## src/rtl/mem_access_ctrl.sv

```systemverilog
// ---------------------------------------------------------------------------
// mem_access_ctrl
//
// Purpose:
//   Load/store memory access controller. It accepts one LDR or STR operation
//   per handshake. It then owns the address bus until the memory acknowledges
//   the access or a wait-cycle limit expires. A one-cycle COMPLETE state
//   follows, in which it reports the result: a load-data pulse or a timeout
//   pulse.
//
// Parameters:
//   DATA_W   register-file / memory data width
//   ADDR_W   memory address width (1..DATA_W), low bits of the address operand
//   TIMEOUT  wait cycles without mem_ack before the access is aborted (1..255)
//
// Ports:
//   clk, rst               clock, asynchronous active-high reset
//   op_code, op_valid      operation in (4'b1101 = LDR, 4'b1110 = STR)
//   op_ready               high only while idle; acceptance = op_valid & op_ready
//   r_w_source_1_address   address operand
//   r_source_2_data        store data operand
//   data_bus_in, mem_ack   memory read data and access completion
//   mem_req, add_bus_sel   memory request / address bus ownership (ACCESS only)
//   read_write_toggle      1 = read, 0 = write
//   add_buss_data_access   memory address (holds last value outside ACCESS)
//   data_bus_out           store data (holds last value outside ACCESS)
//   ldr_sel                writeback mux select for a completing LDR
//   LDR_data_out           last successfully loaded word
//   ldr_valid              one-cycle pulse: LDR_data_out was just updated
//   timeout_err            one-cycle pulse: access aborted on timeout
// ---------------------------------------------------------------------------
module mem_access_ctrl #(
    parameter int DATA_W  = 32,
    parameter int ADDR_W  = 16,
    parameter int TIMEOUT = 15
) (
    input  logic              clk,
    input  logic              rst,
    input  logic [3:0]        op_code,
    input  logic              op_valid,
    output logic              op_ready,
    input  logic [DATA_W-1:0] r_w_source_1_address,
    input  logic [DATA_W-1:0] r_source_2_data,
    input  logic [DATA_W-1:0] data_bus_in,
    input  logic              mem_ack,
    output logic              mem_req,
    output logic              add_bus_sel,
    output logic              read_write_toggle,
    output logic [ADDR_W-1:0] add_buss_data_access,
    output logic [DATA_W-1:0] data_bus_out,
    output logic              ldr_sel,
    output logic [DATA_W-1:0] LDR_data_out,
    output logic              ldr_valid,
    output logic              timeout_err
);

    localparam logic [3:0] OP_LDR = 4'b1101;
    localparam logic [3:0] OP_STR = 4'b1110;

    localparam logic [1:0] ST_IDLE     = 2'd0;
    localparam logic [1:0] ST_ACCESS   = 2'd1;
    localparam logic [1:0] ST_COMPLETE = 2'd2;

    // The wait counter shows how many ACCESS cycles have already ended
    // without an ack. The cycle that would push it to TIMEOUT is the last
    // cycle that may still be acknowledged.
    localparam logic [7:0] WAIT_LAST = 8'(TIMEOUT - 1);

    logic [1:0]        state_q, state_d;
    logic [7:0]        wait_cnt_q, wait_cnt_d;
    logic              is_ldr_q, is_ldr_d;
    logic              err_q, err_d;
    logic [ADDR_W-1:0] addr_q, addr_d;
    logic [DATA_W-1:0] wdata_q, wdata_d;
    logic [DATA_W-1:0] ldr_data_q, ldr_data_d;

    logic is_mem_op;
    logic accept;

    // Only the low ADDR_W bits of the address operand reach the bus.
    logic unused_addr_bits;
    assign unused_addr_bits = ^r_w_source_1_address;

    assign is_mem_op = (op_code == OP_LDR) || (op_code == OP_STR);
    assign accept    = op_valid && (state_q == ST_IDLE);

    always_comb begin
        state_d    = state_q;
        wait_cnt_d = wait_cnt_q;
        is_ldr_d   = is_ldr_q;
        err_d      = err_q;
        addr_d     = addr_q;
        wdata_d    = wdata_q;
        ldr_data_d = ldr_data_q;

        case (state_q)
            ST_IDLE: begin
                // A non-memory opcode is accepted but ignored.
                if (accept && is_mem_op) begin
                    state_d    = ST_ACCESS;
                    wait_cnt_d = 8'd0;
                    is_ldr_d   = (op_code == OP_LDR);
                    err_d      = 1'b0;
                    addr_d     = r_w_source_1_address[ADDR_W-1:0];
                    // Store data is only captured for STR. A load therefore
                    // leaves the write bus at its previous value.
                    if (op_code == OP_STR) begin
                        wdata_d = r_source_2_data;
                    end
                end
            end

            ST_ACCESS: begin
                if (mem_ack) begin
                    // An ack wins even on the cycle that would time out.
                    state_d = ST_COMPLETE;
                    err_d   = 1'b0;
                    if (is_ldr_q) begin
                        ldr_data_d = data_bus_in;
                    end
                end else if (wait_cnt_q == WAIT_LAST) begin
                    state_d    = ST_COMPLETE;
                    err_d      = 1'b1;
                    wait_cnt_d = wait_cnt_q + 8'd1;
                end else begin
                    wait_cnt_d = wait_cnt_q + 8'd1;
                end
            end

            ST_COMPLETE: begin
                state_d = ST_IDLE;
            end

            default: begin
                state_d = ST_IDLE;
            end
        endcase
    end

    always_ff @(posedge clk or posedge rst) begin
        if (rst) begin
            state_q    <= ST_IDLE;
            wait_cnt_q <= 8'd0;
            is_ldr_q   <= 1'b0;
            err_q      <= 1'b0;
            addr_q     <= '0;
            wdata_q    <= '0;
            ldr_data_q <= '0;
        end else begin
            state_q    <= state_d;
            wait_cnt_q <= wait_cnt_d;
            is_ldr_q   <= is_ldr_d;
            err_q      <= err_d;
            addr_q     <= addr_d;
            wdata_q    <= wdata_d;
            ldr_data_q <= ldr_data_d;
        end
    end

    // The bus registers only change when an access is accepted. They
    // therefore show the current access during ACCESS and keep the last
    // driven value at all other times.
    assign op_ready             = (state_q == ST_IDLE);
    assign mem_req              = (state_q == ST_ACCESS);
    assign add_bus_sel          = (state_q == ST_ACCESS);
    assign read_write_toggle    = (state_q == ST_ACCESS) ? is_ldr_q : 1'b1;
    assign add_buss_data_access = addr_q;
    assign data_bus_out         = wdata_q;
    assign LDR_data_out         = ldr_data_q;
    assign ldr_sel              = (state_q == ST_COMPLETE) && is_ldr_q;
    assign ldr_valid            = (state_q == ST_COMPLETE) && is_ldr_q && !err_q;
    assign timeout_err          = (state_q == ST_COMPLETE) && err_q;

endmodule

```

## config.mk

```make
export PLATFORM = sky130hd
export DESIGN_NAME = mem_access_ctrl
export DESIGN_NICKNAME = d
export VERILOG_FILES = /design/src/rtl/mem_access_ctrl.sv
export SDC_FILE = /design/constraint.sdc
export NUM_CORES = 1
export LEC_CHECK = 0
export CAP_MARGIN = 10
export CORE_AREA = 2 2 97 99
export CTS_BUF_LIST = sky130_fd_sc_hd__clkbuf_16
export DETAILED_ROUTE_END_ITERATION = 10
export DIE_AREA = 0 0 99 101
export GPL_ROUTABILITY_DRIVEN = 0
export MAX_ROUTING_LAYER = met4
export PLACE_DENSITY = 0.84
export SLEW_MARGIN = 20
export SYNTH_ARGS = -nofsm -noshare
export SYNTH_HDL_FRONTEND = slang
export SYNTH_SLANG_ARGS = --single-unit
```

## constraint.sdc

```tcl
create_clock -name clk -period 3.91 [get_ports clk]
set_input_delay 0.391 -clock clk [delete_from_list [all_inputs] [get_ports clk]]
set_output_delay 0.391 -clock clk [all_outputs]
set_load 0.005 [all_outputs]
```

Run 1, close-up of the layout:
Window x 34 to 64, y 56 to 86 microns. Cells in gray, sequential cells in the stronger gray; small squares are vias.
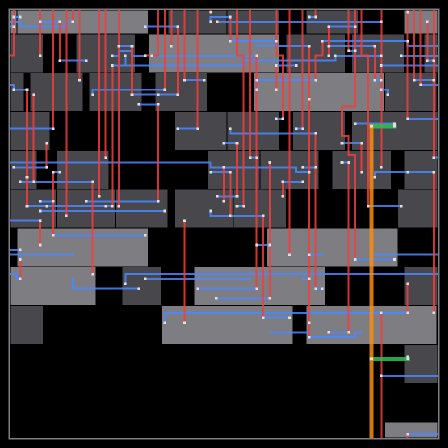
metal 3 -> green
metal 2 -> red
metal 1 -> blue
metal 4 -> orange
cells with their middle in the window = 37
most frequent = clkdlybuf4s50_1 (18), dfrtp_1 (9), mux2_2 (8)
sequential cells in the window = 9
netlist names of flops here include = LDR_data_out (7), data_bus_out (2)

Run 1, the metal 1 layer:
(4 px per micron) Supply wires on this layer in gray.
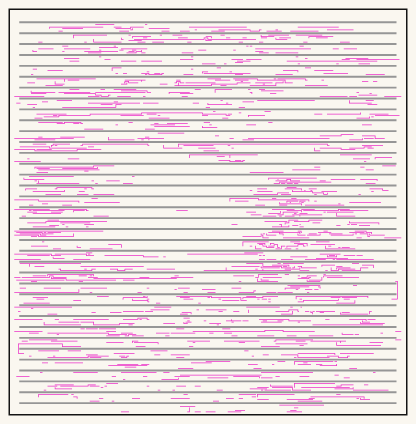
nets with wire on the layer = 445
wire length on this layer = 3520 microns
longest straight run = 37.3 microns

Run 1, signal wires by layer:
(4 px per micron) Only two layers are drawn.
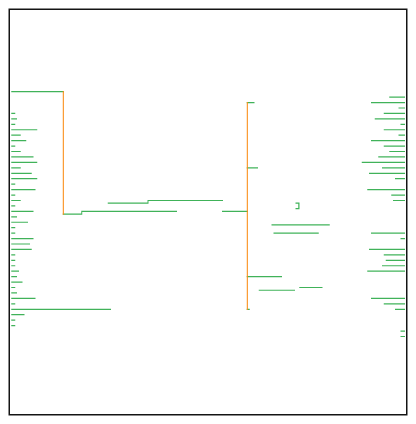
metal 3 -> green  # wire length 411 microns
metal 4 -> orange  # wire length 82.3 microns

==> changes_impl.md, run 1 <==
### Implementation results

* Worst hold path type: in2async
* CTS max path bufs at 2
* Worst-path cell with the longest stage delay: or3_1
* Post-DP Area at 5584 sq um
* Initial antenna violation count at 0
* Worst slew margin at 0.4194
* Layout area overhead at 57.97%
* Resize count post-CTS at 0
* Clock transition at the registers of the reported paths at 0.06 ns
* Share of layout cells above drive strength 1 at 0.2354
* Worst Tran Pin Value at 0.8709 ns
* CTS tree: built
* CTS root buf: clkbuf_16
* CP Class: in2reg
* ANT nets after route at 0
* Critical path endpoint category: register
* Main area contributors: dfrtp_1 62%, mux2_2 22%, mux2_4 2.8%
* Die Area at 9999 sq um
* Synth Net Count at 352
* Synthesized area per cell at 15.16 sq um
* Leak at 0.002556 uW
* Clock Latency Late Sink at 0.33 ns
* Total number of H-tree levels at 3
* Final worst path period need at 2.147 ns
* CTS Buf Count at 9
* Max Slew Vio Count at 0
* Crit-path max cell delay at 0.74 ns
* Synth top cell by count: dfrtp_1
* Largest net degree at the start of global routing at 35
* Vias in the first global route at 2862
* Chip Width at 99 microns
* Top cell area share at 0.6172
* Initial drt markers at 47
* Worst EP arrival at 2.36 ns
* Routed len/inst at 16.07 microns
* Crit path max-delay family: simple AND/OR/NAND/NOR gates
* Synth area leader: dfrtp_1
* Rows at 35
* Core area at 8977 sq um
* Vias per cell at 4.920
* Skew final at 0.006884 ns
* Final wirelength at 8677 microns
* CP Launch Type: input pin
* EDFF count, synth at 0
* RSZ-0062 raised after global routing: no
* Total gr overflow at 0
* Run status: complete, no violations
* Seq/Total Area, Yosys at 0.6172
* Count of final hold-check violations at 0
## run 1: cell usage in the layout (no fill, tap or decap), types with 4 or more instances in the layout
master and instances:
nand2_1 5, clkbuf_16 9, buf_4 4, clkdlybuf4s50_1 174
a21oi_1 4, inv_1 9, mux2_2 72, and3_1 4
mux2_4 7, nand3_1 4, dfrtp_1 92
## run 1: metrics by stage
step / util / hold slack, ns
3_3_place_gp: 0.6220 / 0.4767
5_1_grt: 0.6563 / 0.4327
4_1_cts: 0.6563 / 0.4064
3_5_place_dp: 0.6220 / 0.4865
2_1_floorplan: - / 0.4611
6_report: 0.6563 / 0.3960
## run 1: final timing paths
path | from | endpoint | slack, ns | cells past startpoint
setup / recovery | op_code[0] | add_buss_data_access[11] | 1.76 | 4
hold / removal | rst | LDR_data_out[26] | 0.40 | 2
setup reg to reg | state_q[0] | add_buss_data_access[1] | 1.87 | 3
hold reg to reg | LDR_data_out[26] | LDR_data_out[26] | 0.50 | 1
max in group asynchronous | rst | data_bus_out[3] | 2.73 | 3
min in group clk | LDR_data_out[26] | LDR_data_out[26] | 0.50 | 1
## run 1: state kept, by name (all words and copies together) (netlist names)
register              cells
err_q                     1
state_q                   2
data_bus_out             32
wait_cnt_q                8
add_buss_data_access     16
LDR_data_out             32
is_ldr_q                  1
## run 1: power breakdown
| group | internal (uW) | leakage [uW] | switching (uW) |
|---|---|---|---|
| logic | 828 | 0.00127 | 311 |
| clock network | 552 | 0.000150 | 344 |
| registers | 1270 | 0.00114 | 187 |
| total | 2650 | 0.00256 | 842 |
## run 1: area by class of cell
class | instances | area [sq um]
clock buffers | 9 | 225.2
clock inverters | 6 | 82.58
fillers | 686 | 3085
inverters | 8 | 31.28
multi-input cells | 136 | 1340
flip-flops and latches | 92 | 2302
well taps | 111 | 138.9
repair buffers | 178 | 1772
## run 1: layer usage
metal  vias to the layer above  track usage  part of all wire
met5                         -            -                 0
met3                         7      0.03121             0.047
met2                        91       0.3119              0.54
met1                      1320       0.2166              0.41
li1                       1239            -                 -
met4                         0      0.05058            0.0095
## run 1: kinds of logic after synthesis
group,share of synthesized area
mux,0.2513
xor+xnor,0.002349
flops,0.6172
buf+inv,0.02516
compound gates,0.04093
simple gates,0.05636
fa+ha+maj,0.006708
--- run 2 (diff from run 1) ---
- CORE_AREA: 2 2 97 99 -> 2 2 105 107
- DIE_AREA: 0 0 99 101 -> 0 0 107 109
- PLACE_DENSITY: 0.84 -> 0.76
- clock period: 3.91 -> 1.7 ns (I/O delays scaled with it)
Run 2, congestion heat map:
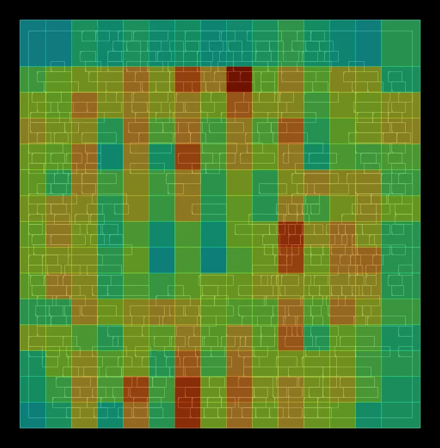
M1 GR Usage: 0.1978
Top Usage Layer GRT: met2
GR Util met2: 0.2743
final core occ: 0.5765

==> changes_impl.md, run 2 <==
### Implementation results

* Logic area at 1360 sq um (+1.5%)
* Commonest flop: dfrtp_1
* WHS at 0.2159 ns (-0.1801 ns)
* Core area at 10600 sq um (+18%)
* Synth top cell by count: dfrtp_1
* CTS tree: built
* RSZ-0062 raised after global routing: yes
* ANT nets after route at 0 (unchanged)
* Count of final hold-check violations at 0 (unchanged)
* Worst EP arrival at 1.87 ns (-0.49 ns)
* Final setup margin at 0.04441 ns
* R2r endpoint: add_buss_data_access[2]
* Largest net degree at the start of global routing at 45 (+29%)
* Layout area overhead at 63.87%
* CTS Buf Count at 9 (unchanged)
* Max Slew Vio Count at 0 (unchanged)
* Leak at 0.002693 uW (+5.3%)
* Share of layout cells above drive strength 1 at 0.2686 (+0.03319)
* Main area contributors: dfrtp_1 62%, mux2_2 22%, mux2_4 2.8%
* Critical path depth at 4 (unchanged)
* Maximum fanout along the worst path at 16
* Sequential Area at 2302 sq um (unchanged)
* Top cell types by occurrence after synthesis: 92 x dfrtp_1, 72 x mux2_2, 8 x inv_1
* Final wirelength at 9106 microns (+4.9%)
* FILL cells at 864 (+26%)
* CTS sink cnt at 92
* Synth Net Count at 352 (unchanged)
* Seq/Total Area, Yosys at 0.6172 (unchanged)
* Top cell excl fill/tap: clkdlybuf4s50_1
* Vias in the first global route at 3008 (+5.1%)
* Crit path max-delay family: simple AND/OR/NAND/NOR gates
* Clock Latency Late Sink at 0.33 ns (about the same)
* Worst hold path type: in2async
* Mapped cell area at 3730 sq um
* Synthesized area per cell at 15.16 sq um (unchanged)
* All-layer global routing usage at 0.1642
* Worst slew margin at 0.6965 (+0.2771)
* CTS max path bufs at 2 (unchanged)
* CP Class: reg2reg
* Total number of H-tree levels at 3 (unchanged)
* Via count at 2717
* Inserted Diodes at 0
* Vias per cell at 4.660 (-5.3%)
* Starting Density at 0.3518
* CP Launch Type: register
* Setup bufs post-CTS at 0
* EDFF count, synth at 0 (unchanged)
* Crit path launch: state_q[1]
* Worst Reg-to-Reg Cells at 4 (+1)
* Rows at 38 (+8.6%)
* Worst Tran Pin Value at 0.4513 ns (-0.4196 ns)
* Skew final at 0.007222 ns (+0.0003379 ns)
* CP endpoint: add_buss_data_access[2]
* Total gr overflow at 0 (unchanged)
* Yosys Instances at 246
* Worst slack, placed at -0.1875 ns
* Number of OpenROAD warnings at 45
* Critical path endpoint category: register
* Die Ht at 109 microns
* Worst reg2reg startpoint: state_q[1]
* Routed len/inst at 15.62 microns (-2.8%)
* Final worst path period need at 1.656 ns
* Chip Width at 107 microns (+8.1%)
* Final period util at 0.9739
* Buffers and inverters on the worst path at 1
* Most frequent logic cells in the routed design: 168 x clkdlybuf4s50_1, 92 x dfrtp_1, 72 x mux2_2
* Top cell area share at 0.6172 (unchanged)
* Clock transition at the registers of the reported paths at 0.06 ns (about the same)
* Post-synth ARST share at 1.000
* Initial antenna violation count at 0 (unchanged)
* Die Area at 11660 sq um (+17%)
* Synth area leader: dfrtp_1
* Worst-path cell with the longest stage delay: dfrtp_1
* CTS root buf: clkbuf_16
* Crit-path max cell delay at 0.41 ns (-0.33 ns)
* Post-DP Area at 5783 sq um (+3.6%)
* Initial drt markers at 71 (+51%)
* Run status: complete, no violations
* R2R Setup Slk at 0.04 ns (-1.83 ns)
## run 2: netlist changes by cell type in the layout (fill, tap and decap cells not counted), sizes merged
cell,before,now
buf,4,17
clkdlybuf4s50,174,168
dlygate4sd2,0,4
clkinv,1,3
dlymetal6s2s,0,2
clkinvlp,2,1
## run 2: logic make-up after synthesis
group	count (synthesis)	share of synthesized area
adders and majority gates	2	0.006708
DFF	92	0.6172
xor gates and xnor gates	1	0.002349
buffers and inverters	18	0.02516
muxes	81	0.2513
AOI/OAI and AO/OA	21	0.04093
and+or+nand+nor	31	0.05636
## run 2: how the worst min path moves through the flow
stage / from / end / slack, ns / cells after the start
floorplan: data_bus_in[26] / LDR_data_out[26] / 0.30 / 1
global placement: LDR_data_out[26] / LDR_data_out[26] / 0.47 / 1
detailed placement: LDR_data_out[26] / LDR_data_out[26] / 0.49 / 1
CTS: rst / add_buss_data_access[3] / 0.21 / 2
global route: rst / wait_cnt_q[4] / 0.23 / 2
finish: rst / add_buss_data_access[3] / 0.22 / 2
## run 2: final cells by class
class,instances,area share
flip-flops and latches,92,0.3767
clock inverters,7,0.01372
inverters,8,0.005527
well taps,140,0.02866
clock buffers,9,0.03685
repair buffers,191,0.3161
multi-input cells,136,0.2225
## run 2: per-stage QoR
step	total power (uW)	setup TNS (ns)	utilization	instances
finish	8100	0	0.5765	583
global route	8565	-0.04552	0.5765	583
CTS	8211	0	0.5748	583
detailed placement	6109	-6.738	0.5454	567
global placement	6006	-5.522	0.5454	567
floorplan	4225	-0.1116	-	246
## run 2: what timing repair did
| item | CTS | global route |
|---|---|---|
| hold endpoints to repair | 0 | 0 |
| endpoints found under the setup margin | 6 | 20 |
| gates resized | 6 | 6 |
## run 2: metal layers
metal	track usage	part of all wire	vias up
met5	-	0	-
met4	0.05473	0.014	0
met3	0.03766	0.045	11
met2	0.2743	0.52	82
met1	0.1978	0.42	1366
li1	-	-	1258
## run 2: where the power goes
group / internal [uW] / switching (uW) / leakage, uW
clock: 1270 / 791 / 0.000157
combinational: 1940 / 730 / 0.00140
sequential: 2930 / 441 / 0.00114
--- run 3 (diff from run 2) ---
- SETUP_SLACK_MARGIN: not set -> 0.1
Run 3, congestion heat map:
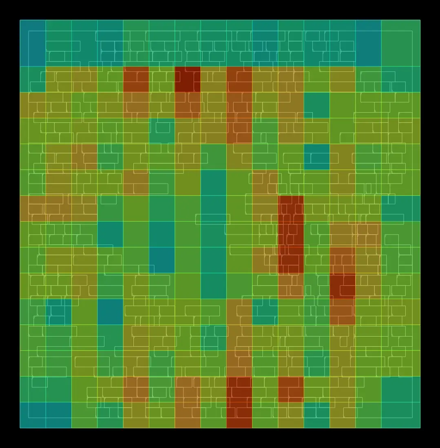
routed len/inst: 15.74 microns
M1 GR Usage: 0.1823
final core occ: 0.5817

==> changes_impl.md, run 3 <==
### Implementation results

* Aoi share at 0.04093 (unchanged)
* Simple-gate share of the synthesized area at 0.05636 (unchanged)
* Inserted Diodes at 0 (unchanged)
* Clock transition at the registers of the reported paths at 0.06 ns (about the same)
* CTS root buf: clkbuf_16
* Synth area leader: dfrtp_1
* CTS max path bufs at 2 (unchanged)
* Cell Count, Final, Fillers Out at 588 (+0.86%)
* Mapped Cells at 246
* Synth top cell by count: dfrtp_1
* Number of OpenROAD warnings at 46 (+2.2%)
* Share of layout cells above drive strength 1 at 0.2924 (+0.02379)
* YS warnings at 0
* Critical path depth at 4 (unchanged)
* All-layer global routing usage at 0.1598 (-0.004444)
* Top cell types by occurrence after synthesis: 92 x dfrtp_1, 72 x mux2_2, 8 x inv_1
* Final period util at 0.9821 (+0.008206)
* Most frequent logic cells in the routed design: 168 x clkdlybuf4s50_1, 92 x dfrtp_1, 72 x mux2_2
* Worst hold path type: in2async
* Cts hold-fix bufs at 0
* Total gr overflow at 0 (unchanged)
* EDFF count, synth at 0 (unchanged)
* Initial antenna violation count at 0 (unchanged)
* Commonest flop: dfrtp_1
* CTS sink cnt at 92 (unchanged)
* CTS Buf Count at 9 (unchanged)
* Xor/xnor share at 0.002348 (unchanged)
* Sequential Area at 2302 sq um (unchanged)
* Yosys adder share at 0.006709 (unchanged)
* Die Ht at 109 microns (unchanged)
* Worst Tran Pin Value at 0.3094 ns (-0.1420 ns)
* Max Slew Vio Count at 0 (unchanged)
* Clock Latency Late Sink at 0.33 ns (about the same)
* Setup_tns at 0 ns (unchanged)
* CP Data Required Time at 1.91 ns
* Vias per cell at 4.682 (+0.46%)
* Layout Nets at 549
* CP Class: reg2reg
* Io pins at 191
* Worst slew margin at 0.7911 (+0.09460)
* Crit-path max cell delay at 0.42 ns (about the same)
* Logic area at 1386 sq um (+1.9%)
* Total number of H-tree levels at 3 (unchanged)
* Initial drt markers at 91 (+28%)
* Die Area at 11660 sq um (unchanged)
* Rows at 38 (unchanged)
* Mapped cell area at 3730 sq um (unchanged)
* Vias in the first global route at 2918 (-3.0%)
* Run status: complete, no violations
* ANT nets after route at 0 (unchanged)
* Worst Reg-to-Reg Cells at 4 (unchanged)
* CTS tree: built
* Maximum fanout along the worst path at 16 (unchanged)
* Top cell area share at 0.6172 (unchanged)
* Synth Net Count at 352 (unchanged)
* Skew final at 0.004232 ns (-0.002989 ns)
* CP Launch Type: register
* Synthesized area per cell at 15.16 sq um (unchanged)
* Power density over cell area at 1289 nW/um^2
* First-pass GRT wire length at 14040 microns
* Post-synth ARST share at 1.000 (unchanged)
* Seq/Total Area, Yosys at 0.6172 (unchanged)
* Buffers and inverters on the worst path at 1 (unchanged)
* Layout area overhead at 65.35%
* RSZ-0062 raised after global routing: yes
* Yosys Instances at 246 (unchanged)
* Via count at 2753 (+1.3%)
* Core area at 10600 sq um (unchanged)
* FILL cells at 857 (-0.81%)
* Critical path endpoint category: register
* Top cell excl fill/tap: clkdlybuf4s50_1
* Synth mux share at 0.2513 (unchanged)
* Worst-path cell chain: nand4bb_4 > or3_4 > buf_12 > mux2_4
* Final worst path period need at 1.670 ns (+0.01395 ns)
* Main logic family: multiplexers
* Starting Density at 0.3518 (unchanged)
* Count of final hold-check violations at 0 (unchanged)
* Hpwl dp at 6772 microns
* Worst EP arrival at 1.88 ns (about the same)
* Crit path max-delay family: simple AND/OR/NAND/NOR gates
* Final wirelength at 9253 microns (+1.6%)
* WHS at 0.1530 ns (-0.06290 ns)
* Leak at 0.002680 uW (-0.46%)
* Main area contributors: dfrtp_1 62%, mux2_2 22%, mux2_4 2.8%
* Chip Width at 107 microns (unchanged)
* Placed cell count at 568 (+0.18%)
* Largest net degree at the start of global routing at 43 (-4.4%)
* Drt drc at 0
* Worst-path cell with the longest stage delay: or3_4
==> run 3: what timing repair did <==
| action | CTS | global route |
|---|---|---|
| pin swaps | 1 | 2 |
| gates resized | 10 | 18 |
| buffers inserted | 1 | 1 |
| gates cloned | 0 | 2 |
| endpoints found under the setup margin | 57 | 93 |
==> run 3: cells by family after synthesis <==
logic type,Yosys count
and+or+nand+nor,31
adders and majority gates,2
muxes,81
xor gates and xnor gates,1
AOI/OAI and AO/OA,21
DFF,92
buffers and inverters,18
==> run 3: layer usage <==
layer	track usage	vias up	share of wire	wire, microns
li1	-	1278	-	-
met1	0.1823	1380	0.40	3730
met2	0.2789	88	0.54	4960
met3	0.04065	7	0.049	449
met4	0.04731	0	0.012	113
met5	-	-	0	0
==> run 3: power by group <==
part           leakage, uW  switching [uW]  internal [uW]
Combinational      0.00140             744           1960
Sequential         0.00114             431           2930
Clock             0.000143             770           1120
==> run 3: through the flow <==
stage	setup slack [ns]	power, uW	cell area, sq um
global route	-0.01599	8400	6167
finish	0.03046	7948	6167
detailed placement	-0.1995	6104	5791
floorplan	-0.01595	4225	3740
global placement	-0.1488	6006	5791
CTS	0.04158	8049	6085
==> run 3: final cells by class <==
class / instances / share of cell area
Clock inverter: 7 / 0.009535
Multi-Input combinational cell: 136 / 0.2248
Inverter: 8 / 0.005478
Timing Repair Buffer: 196 / 0.3220
Clock buffer: 9 / 0.03652
Tap cell: 140 / 0.02840
Sequential cell: 92 / 0.3733
==> run 3: worst paths after layout <==
| kind | start | endpoint | slack [ns] |
|---|---|---|---|
| max | state_q[1] | add_buss_data_access[5] | 0.03 |
| min reg2reg | LDR_data_out[26] | LDR_data_out[26] | 0.50 |
| max in group asynchronous | rst | data_bus_out[23] | 1.04 |
| min | rst | LDR_data_out[22] | 0.15 |
| min in group clk | data_bus_in[26] | LDR_data_out[26] | 0.44 |
| max reg2reg | state_q[1] | add_buss_data_access[5] | 0.03 |
Power is estimated from default activity; no workload was simulated.
